### Congestion heat map, run 1

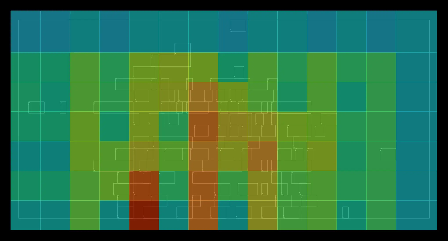
### Routed clock nets over the placement, run 1

(4 px per um)
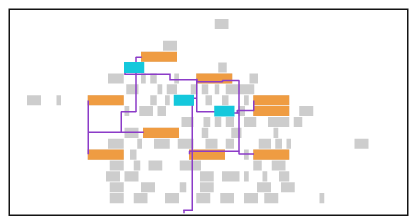
### Where the registers sit, run 1

(4 px per um) Other sequential cells in the stronger gray, the rest of the logic in the fainter gray.
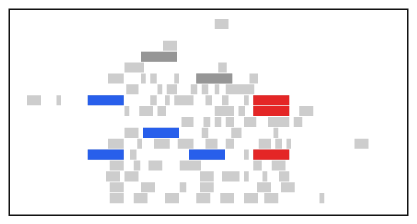
[src/rtl/lc3_controller.sv]
// LC3 multicycle control FSM: sequences fetch, decode, execute, memory, writeback and PC update.
// Optional wait-state timeout on complete_instr/complete_data is built in when LC3_CTRL_TIMEOUT_EN is defined.
module lc3_controller #(
    parameter int unsigned TIMEOUT_CYCLES = 16
) (
    input  logic        clock,
    input  logic        reset,
    input  logic        complete_instr,
    input  logic        complete_data,
    input  logic [15:0] IR,
    input  logic [15:0] IR_Exec,
    input  logic [2:0]  NZP,
    input  logic [2:0]  psr,
    input  logic [15:0] IMem_dout,
    output logic        enable_fetch,
    output logic        enable_decode,
    output logic        enable_execute,
    output logic        enable_writeback,
    output logic        enable_updatePC,
    output logic        br_taken,
    output logic [1:0]  mem_state,
    output logic        illegal_op,
    output logic        timeout,
    output logic [2:0]  dbg_state
);

    typedef enum logic [2:0] {
        S_IDLE   = 3'd0,
        S_FETCH  = 3'd1,
        S_DECODE = 3'd2,
        S_EXEC   = 3'd3,
        S_MEM    = 3'd4,
        S_WB     = 3'd5,
        S_UPC    = 3'd6
    } state_t;

    localparam logic [3:0] OP_BR  = 4'b0000;
    localparam logic [3:0] OP_ADD = 4'b0001;
    localparam logic [3:0] OP_LD  = 4'b0010;
    localparam logic [3:0] OP_ST  = 4'b0011;
    localparam logic [3:0] OP_AND = 4'b0101;
    localparam logic [3:0] OP_LDR = 4'b0110;
    localparam logic [3:0] OP_STR = 4'b0111;
    localparam logic [3:0] OP_NOT = 4'b1001;
    localparam logic [3:0] OP_LDI = 4'b1010;
    localparam logic [3:0] OP_STI = 4'b1011;
    localparam logic [3:0] OP_JMP = 4'b1100;
    localparam logic [3:0] OP_LEA = 4'b1110;

    state_t     state_q, state_d;
    logic       ind_q, ind_d;
    logic [3:0] op_q, op_d;
    logic       illegal_q, illegal_d;
    logic       timeout_q, timeout_d;
    logic       wait_expired;
    logic [3:0] exec_op;
    logic       unused_inputs;

    assign exec_op       = IR_Exec[15:12];
    assign unused_inputs = ^{IR, psr, IMem_dout, IR_Exec[8:0]};

    function automatic logic op_is_alu(input logic [3:0] op);
        return op inside {OP_ADD, OP_AND, OP_NOT, OP_LEA};
    endfunction

    function automatic logic op_is_mem(input logic [3:0] op);
        return op inside {OP_LD, OP_LDR, OP_ST, OP_STR, OP_LDI, OP_STI};
    endfunction

    function automatic logic op_is_ind(input logic [3:0] op);
        return op inside {OP_LDI, OP_STI};
    endfunction

    function automatic logic op_is_store(input logic [3:0] op);
        return op inside {OP_ST, OP_STR, OP_STI};
    endfunction

    // Handshake: complete_instr is sampled only in FETCH and complete_data only in MEM;
    // a high level at a rising edge in that state ends the wait, and is ignored elsewhere.
`ifdef LC3_CTRL_TIMEOUT_EN
    logic [7:0] wait_cnt_q;
    logic       waiting;

    assign waiting = ((state_q == S_FETCH) && !complete_instr) ||
                     ((state_q == S_MEM) && !complete_data);
    assign wait_expired = waiting && (wait_cnt_q == 8'(TIMEOUT_CYCLES - 1));

    // Any cycle that is not a continuing wait clears the counter, so every FETCH and
    // every MEM phase starts counting from zero.
    always_ff @(posedge clock or negedge reset) begin
        if (!reset) begin
            wait_cnt_q <= '0;
        end else if (waiting && !wait_expired) begin
            wait_cnt_q <= wait_cnt_q + 8'd1;
        end else begin
            wait_cnt_q <= '0;
        end
    end
`else
    logic unused_timeout_cfg;

    assign wait_expired       = 1'b0;
    assign unused_timeout_cfg = ^(8'(TIMEOUT_CYCLES));
`endif

    always_comb begin
        state_d   = state_q;
        ind_d     = ind_q;
        op_d      = op_q;
        illegal_d = 1'b0;
        timeout_d = 1'b0;
        case (state_q)
            S_IDLE: state_d = S_FETCH;
            S_FETCH: begin
                if (complete_instr) begin
                    state_d = S_DECODE;
                end else if (wait_expired) begin
                    state_d   = S_UPC;
                    timeout_d = 1'b1;
                end
            end
            S_DECODE: state_d = S_EXEC;
            S_EXEC: begin
                op_d = exec_op;
                if (op_is_alu(exec_op)) begin
                    state_d = S_WB;
                end else if (op_is_mem(exec_op)) begin
                    state_d = S_MEM;
                    ind_d   = op_is_ind(exec_op);
                end else begin
                    state_d   = S_UPC;
                    illegal_d = (exec_op != OP_BR) && (exec_op != OP_JMP);
                end
            end
            S_MEM: begin
                if (complete_data) begin
                    if (ind_q) begin
                        ind_d = 1'b0;
                    end else if (op_is_store(op_q)) begin
                        state_d = S_UPC;
                    end else begin
                        state_d = S_WB;
                    end
                end else if (wait_expired) begin
                    state_d   = S_UPC;
                    ind_d     = 1'b0;
                    timeout_d = 1'b1;
                end
            end
            S_WB:    state_d = S_UPC;
            S_UPC:   state_d = S_FETCH;
            default: state_d = S_IDLE;
        endcase
    end

    always_ff @(posedge clock or negedge reset) begin
        if (!reset) begin
            state_q   <= S_IDLE;
            ind_q     <= 1'b0;
            op_q      <= '0;
            illegal_q <= 1'b0;
            timeout_q <= 1'b0;
        end else begin
            state_q   <= state_d;
            ind_q     <= ind_d;
            op_q      <= op_d;
            illegal_q <= illegal_d;
            timeout_q <= timeout_d;
        end
    end

    assign enable_fetch     = (state_q == S_FETCH);
    assign enable_decode    = (state_q == S_DECODE);
    assign enable_execute   = (state_q == S_EXEC);
    assign enable_writeback = (state_q == S_WB);
    assign enable_updatePC  = (state_q == S_UPC);
    assign illegal_op       = illegal_q;
    assign timeout          = timeout_q;
    assign dbg_state        = state_q;

    // A timed-out UPC carries a stale opcode, so it must never redirect the PC.
    assign br_taken = (state_q == S_UPC) && !timeout_q &&
                      (((op_q == OP_BR) && |(IR_Exec[11:9] & NZP)) || (op_q == OP_JMP));

    always_comb begin
        mem_state = 2'd3;
        if (state_q == S_MEM) begin
            if (ind_q) begin
                mem_state = 2'd1;
            end else if (op_is_store(op_q)) begin
                mem_state = 2'd2;
            end else begin
                mem_state = 2'd0;
            end
        end
    end

endmodule

[config.mk]
export PLATFORM = sky130hd
export DESIGN_NAME = lc3_controller
export DESIGN_NICKNAME = d
export VERILOG_FILES = /design/src/rtl/lc3_controller.sv
export SDC_FILE = /design/constraint.sdc
export NUM_CORES = 1
export LEC_CHECK = 0
export ABC_CLOCK_PERIOD_IN_PS = 3500
export CAP_MARGIN = 0
export CELL_PAD_IN_SITES_DETAIL_PLACEMENT = 1
export CELL_PAD_IN_SITES_GLOBAL_PLACEMENT = 2
export CORE_ASPECT_RATIO = 0.5
export CORE_MARGIN = 1.5
export CORE_UTILIZATION = 13
export CTS_CLUSTER_SIZE = 28
export DETAILED_ROUTE_END_ITERATION = 10
export MAX_ROUTING_LAYER = met4
export PLACE_DENSITY = 0.79
export SETUP_SLACK_MARGIN = 0.05
export SYNTH_ARGS = -nofsm -noshare
export SYNTH_HDL_FRONTEND = slang
export SYNTH_SLANG_ARGS = --single-unit
[constraint.sdc]
create_clock -name clock -period 3.5 [get_ports clock]
set_input_delay 1.05 -clock clock [delete_from_list [all_inputs] [get_ports clock]]
set_output_delay 1.05 -clock clock [all_outputs]
set_load 0.02 [all_outputs]
==> impl_metrics.yaml, run 1 <==
# flow metrics
timing:
  whs_ns: 0.569
  hold_violations: 0
  setup_violations: 0
  fmax_ghz: 0.302
  post-route-period-util_pct: 94.6
  grt_setup_unrepaired: "false"
die:
  die_y_um: 51.1
  ios: 71
  core_util_floorplan_pct: 13.6
  rows: 17
  die_w_um: 99.2
  die_area_mm2: 0.00507
power:
  p_seq_share_pct: 33.1
  powerComb_uw: 354
  power.group.top: "combinational logic"
  p_sw_uw: 297
  p_leak_uw: 0.000361
detailed_routing:
  wl_met1_um: 765
  route.met2.wl_um: 776
  met3WireLength_um: 36
  wl_um: 1630
  drtIter0Drc: 46
  via_count: 564
flow_run:
  tool_warnings: 70
place:
  place_congestion: 0.735
  dpl_cell_area_um2: 892
  portBuffers: 25
outcome:
  status: "completed"
global_routing:
  grt_max_degree: 15
  antenna_found_initial: 0
  grt_pass1_vias: 565
  grt_overflow: 0
finish:
  fill_cells: 517
  final_cell_mix: "clkdlybuf4s50_1 (24), dfrtp_1 (9), nor2_1 (6), a21oi_1 (6), nand2_1 (5)"
  logic_area_um2: 338
  drive_gt1_share_pct: 14.6
worst_hold_path:
  hold_path_class: "flip-flop to flip-flop"
  holdPathEnd: "op_q[3]"
worst_setup_path:
  rrSetupSlack_ns: 2.12
  crit_end: "br_taken"
  crit_start: "NZP[0]"
  critPathMaxFanout: 1
synth:
  ys_sh_mux_pct: 7.48
  syn_inst: 64
  yosysCellCount: 64
  syn-num-nets: 122
  synth_area_um2: 602
clocking:
  cts_max_path_buffers: 2
  cts_sinks: 9
## Picture notes: 'Congestion heat map'
GRT Max-Usage Layer: met2
GR met1 Demand/Resource: 8.46%
Final Util: 21.1%
met3 global-route usage: 2.33%
aggregate global-route resource usage: 7.32%

## Picture notes: 'Routed clock nets over the placement'
- flip-flops: orange (count 9)
- cells driving clock nets: cyan (count 3)
- clock wires: purple (length 177 um)
- flops lie: center
- routed clock nets: 4
Clock power frac: 17.3%
Setup Skew: 0.00426 ns
clk ins delay skew pair: 0.23 ns
clock-net power: 123 uW

## Picture notes: 'Where the registers sit'
- dbg_state: red (flops 3)
- op_q: blue (flops 4)
Seq area share: 24.2%
sequential power: 237 uW
FF+latch area: 225 um^2

==> run 1: critical path, cell delays in order <==
cell and delay (ns):
clkdlybuf4s50_1 0.40, a222oi_1 0.34, nor3_1 0.08, a21oi_1 0.17
nor4b_2 0.07, buf_2 0.16
==> run 1: sequential cells by signal, summed over array words and instances (netlist names) <==
register	cells
dbg_state	3
illegal_op	1
ind_q	1
op_q	4
==> run 1: through the flow <==
| step | utilization (%) | setup TNS (ns) |
|---|---|---|
| floorplan | - | 0 |
| global placement | 20.2 | -0.210 |
| global route | 21.1 | 0 |
| finish | 21.1 | 0 |
| detailed placement | 20.2 | -0.231 |
| CTS | 21.2 | 0 |
==> run 1: what timing repair did <==
action,in CTS,in global routing
endpoints found under the setup margin,1,1
resized,4,1
pin swaps,0,1
==> run 1: cells in the mapped netlist <==
cell type  instances  share of area [%]
a222oi_1           1                1.7
nor2b_1            2                2.1
nand3b_1           1                1.2
nor3_1             2                1.7
conb_1             1               0.62
a31oi_1            1                1.0
nand2_1            5                3.1
nor2_1             6                3.7
inv_1              2                1.2
buf_6              1                1.9
or3_1              1                1.0
dfrtp_1            9                 37
buf_2              1               0.83
nor4b_2            1                2.5
a41oi_1            1                1.5
nand3b_4           1                3.3
nor3b_1            1                1.2
o21bai_1           1                1.2
nand3_1            2                1.7
o21ai_0            3                2.5
o32ai_1            1                1.5
mux2_2             4                7.5
nor3b_2            1                2.1
nand2b_1           3                3.1
buf_4              2                2.5
a221oi_2           1                2.5
xor2_1             1                1.5
a21oi_2            1                1.5
a22o_1             1                1.5
a21oi_1            6                5.0
==> run 1: cell type report <==
class	instances	share of cell area [%]
clock buffers	4	4.83
inverters	2	0.805
multi-input cells	49	36.2
flip-flops and latches	9	24.2
well taps	57	7.65
repair buffers	25	26.3
## Run 2: what changed since run 1
--- a/config.mk
+++ b/config.mk
@@ -20,3 +20,4 @@
 export SYNTH_ARGS = -nofsm -noshare
 export SYNTH_HDL_FRONTEND = slang
 export SYNTH_SLANG_ARGS = --single-unit
+export TNS_END_PERCENT = 50
### Metal layers overlaid, run 2

(4 px per um)
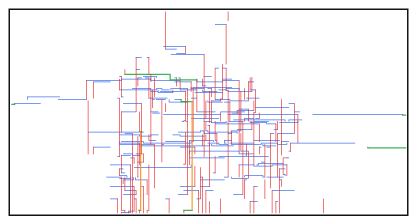
- met3: green (wire length 36.1 um)
- met1: blue (wire length 766 um)
- met4: orange (wire length 46.9 um)
- met2: red (wire length 777 um)
Routed WL: 1630 um
WL per Instance: 11.1 um
via count: 564

==> run 2 against run 1 <==
  * Non-clock buffer count did not move
  * Largest power group unchanged
  * Fmax did not move
  * Largest cell class unchanged
  * Synthesized cell count stayed put
  * Highest routed layer unchanged
==> impl_metrics.yaml, run 2 <==
# flow metrics
synth:
  ys_async_sr_fraction_pct: 100
  yosysTopAreaCell: "dfrtp_1"
  syn_inst: 64
  yosys-top-cells-count: "dfrtp_1 (9), a21oi_1 (6), nor2_1 (6), nand2_1 (5), mux2_2 (4)"
timing:
  setup_violations: 0
  setup_tns_ns: 0
power:
  power_frac_clock_pct: 17.3
  p_sw_uw: 297
  p_seq_share_pct: 33.1
  powerComb_uw: 354
die:
  die_w_um: 99.2
  rows: 17
finish:
  post-route-util_pct: 21.1
  final_cell_mix: "clkdlybuf4s50_1 (24), dfrtp_1 (9), nor2_1 (6), a21oi_1 (6), nand2_1 (5)"
worst_setup_path:
  slowest_stage: "clkdlybuf4s50_1"
place:
  dpl_cell_area_um2: 892
global_routing:
  grt_use_total_pct: 7.32
  antenna_found_initial: 0
outcome:
  status: "completed"
detailed_routing:
  drtIter0Drc: 46
### Metal 3, run 2

(4 px per um)
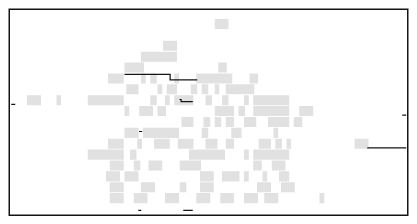
- main direction: horizontal
- nets with wire on the layer: 6
- wire length on this layer: 36.1 um
- share of all routed wire: 2.2%
- longest straight run: 11.3 um

==> run 2: cell counts after synthesis <==
Identical to the previous run, type by type.
==> run 2: kinds of logic (layout without fill, tap and decap cells) <==
kind of cell	count (synthesis)	in the layout	synth area share, %
AND/OR/NAND/NOR	26	26	26.8
AND-OR/OR-AND	17	17	19.8
flip-flops	9	9	37.4
buffers and inverters	6	31	6.44
multiplexers	4	4	7.48
other	1	1	0.623
XOR/XNOR	1	1	1.46
==> run 2: critical path, delay by kind of cell <==
kind	cells	cell delay [ns]
buf+inv	2	0.56
compound gates	2	0.51
simple gates	2	0.15
==> run 2: what timing repair did <==
item | CTS | global route
setup endpoints to repair | 1 | 1
gates resized | 4 | 1
cloned | 0 | 0
pin swaps | 0 | 1
buffers inserted | 0 | 0
==> run 2: cell type report <==
cell class,instances,area (um^2)
Fill cell,517,3490
Multi-Input combinational cell,49,338
Timing Repair Buffer,25,245
Sequential cell,9,225
Tap cell,57,71.3
Clock buffer,4,45.0
Inverter,2,7.51
==> run 2: final timing paths <==
kind | endpoint | cells past startpoint | slack (ns) | startpoint
worst min-delay path | op_q[3] | 1 | 0.57 | op_q[3]
worst max register to register | dbg_state[0] | 4 | 2.12 | dbg_state[0]
worst max-delay path | br_taken | 6 | 0.19 | NZP[0]
max in group asynchronous | illegal_op | 1 | 2.06 | reset
min in group asynchronous | op_q[1] | 1 | 1.13 | reset
worst min register to register | op_q[3] | 1 | 0.57 | op_q[3]
==> run 2: layer usage <==
layer | global-route usage (%) | up-vias | share of wire (%)
li1 | - | 281 | -
met1 | 8.46 | 270 | 47
met4 | 4.93 | 0 | 2.8
met2 | 11.1 | 9 | 48
met5 | - | - | 0
met3 | 2.33 | 4 | 2.2
No activity file was given, so power comes from the tool's default toggle rates.
